**src/rtl/uart_pkg.sv**
```systemverilog
// Shared types and width helpers for the UART transmitter.
package uart_pkg;

   typedef enum logic [2:0] {
      ST_IDLE   = 3'd0,
      ST_START  = 3'd1,
      ST_DATA   = 3'd2,
      ST_PARITY = 3'd3,
      ST_STOP   = 3'd4
   } state_e;

   // Counter width able to hold 0..n-1; never narrower than one bit.
   function automatic int cnt_w(input int n);
      return (n < 2) ? 1 : $clog2(n);
   endfunction

endpackage

```
**src/rtl/uart_fifo.sv**
```systemverilog
// Write FIFO for the UART transmitter; wrap-bit pointers give full/empty straight from registers.
module uart_fifo #(
   parameter int DATA_W = 8,
   parameter int DEPTH  = 4
) (
   input  logic              clk,
   input  logic              rst,
   input  logic              wr,
   input  logic [DATA_W-1:0] wdata,
   input  logic              rd,
   output logic [DATA_W-1:0] rdata,
   output logic              full,
   output logic              empty
);

   localparam int AW = $clog2(DEPTH);

   logic [AW:0]       wp_q, rp_q;
   logic [DATA_W-1:0] mem_q [DEPTH];
   logic              push, pop;

   assign empty = (wp_q == rp_q);
   assign full  = (wp_q[AW] != rp_q[AW]) && (wp_q[AW-1:0] == rp_q[AW-1:0]);
   // A write while full is dropped even if a pop happens on the same edge.
   assign push  = wr & ~full;
   assign pop   = rd & ~empty;
   assign rdata = mem_q[rp_q[AW-1:0]];

   always_ff @(posedge clk or negedge rst) begin
      if (!rst) begin
         wp_q <= '0;
         rp_q <= '0;
      end else begin
         if (push) wp_q <= wp_q + 1'b1;
         if (pop)  rp_q <= rp_q + 1'b1;
      end
   end

   always_ff @(posedge clk) begin
      if (push) mem_q[wp_q[AW-1:0]] <= wdata;
   end

endmodule

```
**src/rtl/uart_tx_fifo.sv**
```systemverilog
// UART transmitter with write FIFO and baud divider; frames run back-to-back while data is queued.
// Define UART_TX_PARITY_EN to insert a parity bit (sense set by PARITY_ODD) after the data bits.
module uart_tx_fifo
   import uart_pkg::*;
#(
   parameter int DATA_W       = 8,
   parameter int CLKS_PER_BIT = 16,
   parameter int FIFO_DEPTH   = 4,
   parameter int STOP_BITS    = 1,
   parameter int PARITY_ODD   = 0
) (
   input  logic              clk,
   input  logic              rst,
   input  logic              wr,
   input  logic [DATA_W-1:0] data,
   output logic              full,
   output logic              empty,
   output logic              busy,
   output logic              ovf,
   output logic              txd
);

   localparam int BAUD_W = cnt_w(CLKS_PER_BIT);
   localparam int BIT_W  = cnt_w(DATA_W + 1);
   localparam logic [BAUD_W-1:0] BAUD_LAST = BAUD_W'(CLKS_PER_BIT - 1);
   localparam logic [BIT_W-1:0]  DATA_LAST = BIT_W'(DATA_W - 1);
   localparam logic [BIT_W-1:0]  STOP_LAST = BIT_W'(STOP_BITS - 1);

   state_e              state_q, state_d;
   logic [BAUD_W-1:0]   baud_q, baud_d;
   logic [BIT_W-1:0]    bit_q, bit_d;
   logic [DATA_W-1:0]   shift_q, shift_d;
   logic                txd_q, txd_d;
   logic                ovf_q;
   logic                pop, bit_end;
   logic [DATA_W-1:0]   fifo_rdata;
`ifdef UART_TX_PARITY_EN
   logic                par_q, par_d;
`endif

   uart_fifo #(.DATA_W(DATA_W), .DEPTH(FIFO_DEPTH)) u_fifo (
      .clk   (clk),
      .rst   (rst),
      .wr    (wr),
      .wdata (data),
      .rd    (pop),
      .rdata (fifo_rdata),
      .full  (full),
      .empty (empty)
   );

   assign bit_end = (baud_q == BAUD_LAST);

   always_comb begin
      state_d = state_q;
      baud_d  = baud_q + 1'b1;
      bit_d   = bit_q;
      shift_d = shift_q;
      pop     = 1'b0;
`ifdef UART_TX_PARITY_EN
      par_d   = par_q;
`endif
      case (state_q)
         ST_IDLE: begin
            baud_d = '0;
            if (!empty) begin
               pop     = 1'b1;
               state_d = ST_START;
            end
         end
         ST_START: if (bit_end) begin
            baud_d  = '0;
            state_d = ST_DATA;
         end
         ST_DATA: if (bit_end) begin
            baud_d  = '0;
            shift_d = shift_q >> 1;
            if (bit_q == DATA_LAST) begin
               bit_d = '0;
`ifdef UART_TX_PARITY_EN
               state_d = ST_PARITY;
`else
               state_d = ST_STOP;
`endif
            end else begin
               bit_d = bit_q + 1'b1;
            end
         end
`ifdef UART_TX_PARITY_EN
         ST_PARITY: if (bit_end) begin
            baud_d  = '0;
            state_d = ST_STOP;
         end
`endif
         ST_STOP: if (bit_end) begin
            baud_d = '0;
            // Last stop cycle: chain straight into the next start bit when data waits.
            if (bit_q == STOP_LAST) begin
               bit_d = '0;
               if (!empty) begin
                  pop     = 1'b1;
                  state_d = ST_START;
               end else begin
                  state_d = ST_IDLE;
               end
            end else begin
               bit_d = bit_q + 1'b1;
            end
         end
         default: state_d = ST_IDLE;
      endcase
      if (pop) begin
         shift_d = fifo_rdata;
`ifdef UART_TX_PARITY_EN
         par_d   = (^fifo_rdata) ^ 1'(PARITY_ODD);
`endif
      end
   end

   always_comb begin
      txd_d = 1'b1;
      case (state_q)
         ST_START:  txd_d = 1'b0;
         ST_DATA:   txd_d = shift_q[0];
`ifdef UART_TX_PARITY_EN
         ST_PARITY: txd_d = par_q;
`endif
         default:   txd_d = 1'b1;
      endcase
   end

   always_ff @(posedge clk or negedge rst) begin
      if (!rst) begin
         state_q <= ST_IDLE;
         baud_q  <= '0;
         bit_q   <= '0;
         shift_q <= '0;
         txd_q   <= 1'b1;
         ovf_q   <= 1'b0;
`ifdef UART_TX_PARITY_EN
         par_q   <= 1'b0;
`endif
      end else begin
         state_q <= state_d;
         baud_q  <= baud_d;
         bit_q   <= bit_d;
         shift_q <= shift_d;
         txd_q   <= txd_d;
         ovf_q   <= wr & full;
`ifdef UART_TX_PARITY_EN
         par_q   <= par_d;
`endif
      end
   end

   assign busy = (state_q != ST_IDLE);
   assign ovf  = ovf_q;
   assign txd  = txd_q;

endmodule

```
**config.mk**
```make
export PLATFORM = sky130hd
export DESIGN_NAME = uart_tx_fifo
export DESIGN_NICKNAME = d
export VERILOG_FILES = /design/src/rtl/uart_pkg.sv /design/src/rtl/uart_fifo.sv /design/src/rtl/uart_tx_fifo.sv
export SDC_FILE = /design/constraint.sdc
export NUM_CORES = 1
export LEC_CHECK = 0
export CAP_MARGIN = 20
export CORE_MARGIN = 1.5
export CORE_UTILIZATION = 58
export DETAILED_ROUTE_END_ITERATION = 8
export PLACE_DENSITY_LB_ADDON = 0.12
export SLEW_MARGIN = 25
export SYNTH_ARGS = -nofsm -noshare
export SYNTH_HDL_FRONTEND = slang
export SYNTH_SLANG_ARGS = --single-unit
```
**constraint.sdc**
```tcl
create_clock -name clk -period 2.4 [get_ports clk]
set_input_delay 0.36 -clock clk [delete_from_list [all_inputs] [get_ports clk]]
set_output_delay 0.36 -clock clk [all_outputs]
set_load 0.05 [all_outputs]
```
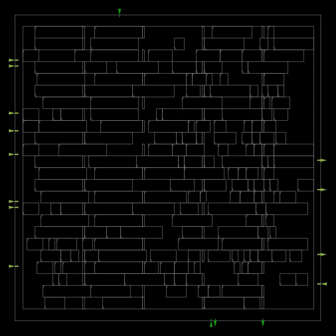
**Above:** cell placement.
tapcells inserted: 52
count of placed standard cells in the final layout, fillers left out: 257
count of sequential standard cells: 59
final design utilization: 69.5%
fillcell total: 288

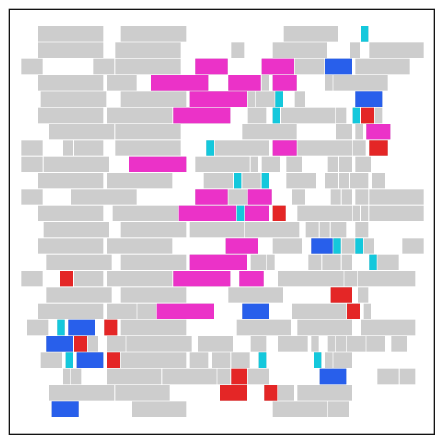
**Above:** selected gate families.
(6 px per um)
- inv cells: cyan (cells 15; most used inv_1)
- fa/ha/maj cells: blue (cells 9; most used ha_1; where all over the die)
- and/or cells: red (cells 12; most used and2_1)
- mux cells: magenta (cells 19; most used mux4_1)

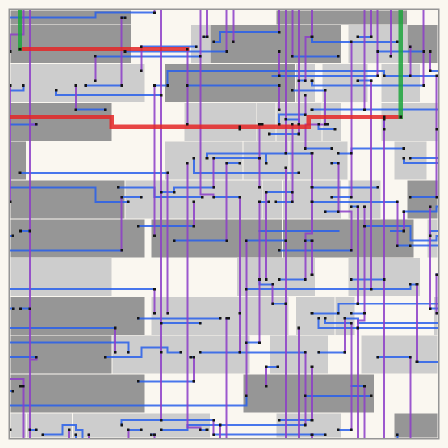
**Above:** zoomed window.
Window x 20 to 50, y 20 to 50 um. Cells in grey, sequential cells in the stronger grey; small squares are vias.
- metal 3: red
- metal 2: purple
- metal 4: green
- metal 1: blue
- most frequent: edfxtp_1 (7), mux4_1 (5), dfrtp_1 (5)
- sequential cells in the window: 12
- netlist names of flops here include: `u_fifo.mem_q` (7), `shift_q` (4)
- cells with their middle in the window: 42

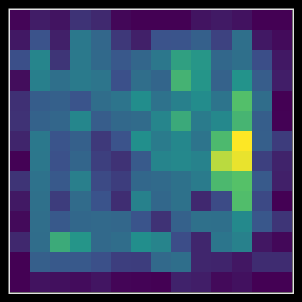
**Above:** routed metal per tile.
(4 px per um) The die is cut into 14 by 14 equal tiles; dark purple is low, yellow is high, scaled to the fullest tile. Values are wire area over tile area, all layers added.
- fullest tile: 0.47
- emptiest ninth of the die: bottom right
- nearly empty tiles: 9.2%
- mean over tiles: 0.13
- tiles over half the peak: 8.7%
- densest ninth of the die: right middle
combined global-route utilization of all metal layers: 19.0%
total number of vias: 1444
wire length per cell: 16.1 um
drt total wl: 4130 um

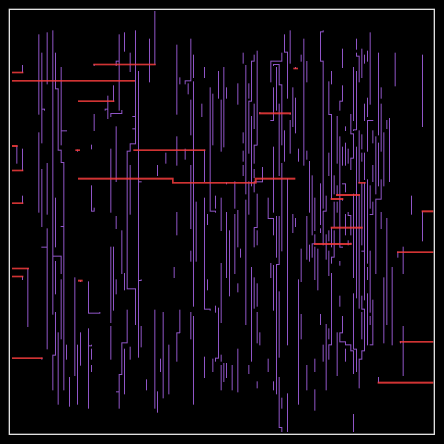
**Above:** routed metal, one colour a layer.
(6 px per um) Two of the layers only.
- metal 2: purple (wire length 2120 um)
- metal 3: red (wire length 144 um)

==> flow_summary.ini <==
; flow metrics
[clocking]
postCtsSetupBuffers = 0
tritoncts = built
max-clock-path-buffers = 2
clk_latency_ps = 330
h_tree_depth = 3
clkSlewWorstSetupHoldPaths_ps = 70

[critical_path]
reg2reg_slack_ps = 230
worstSetupStartpointType = flop
worstPathArrival_ps = 1910
crit_path_drt_ps = 2040

[logic_synthesis]
ys_top_cells_by_count = sky130_fd_sc_hd__edfxtp_1 (32), sky130_fd_sc_hd__dfrtp_1 (26), sky130_fd_sc_hd__inv_1 (15)
ys_seq_elements = 59
synth.area.mux_share_pct = 13.3
seq_area_frac_synth_pct = 61.8
ys_sh_aoi_pct = 5.14
synthCells = 177
post_synth.cell_area_avg_um2 = 15.0

[cells_and_area]
antenna-diode-count = 0
fraction_of_layout_cells_with_a_size_suffix_above_1_pct = 18.5
final.signal_buffer_count = 18
sequential_share_of_cell_area_pct = 53.7
area.share.combinational_pct = 29.7
mostFrequentLayoutCells = sky130_fd_sc_hd__edfxtp_1 (32), sky130_fd_sc_hd__dfrtp_1 (26), sky130_fd_sc_hd__inv_1 (15), sky130_fd_sc_hd__clkdlybuf4s50_1 (13), sky130_fd_sc_hd__clkbuf_8 (9)

[global_route]
wire_length_of_the_first_global_routing_pass_um = 7080
grt_start_max_net_pins = 28
first_global_vias = 1499

[power]
swShare_pct = 31.7
power.ir.vdd_worst_mv = 0.604
netSwitchingPower_w = 0.00118
clock_net_power_w = 0.000969
pg_comb_w = 0.00118

[placement]
dp_hpwl_um = 3010

[route]
avgViaCountPerCell = 5.62

[floorplanning]
floorplan.die.height_um = 70.6
num_rows = 24
fp.coreArea_um2 = 4380

[sta]
setup-tns-final_ps = 0
finClkSkew_ps = 8.65

[run_status]
outcome = finished clean

[job]
warnings = 30
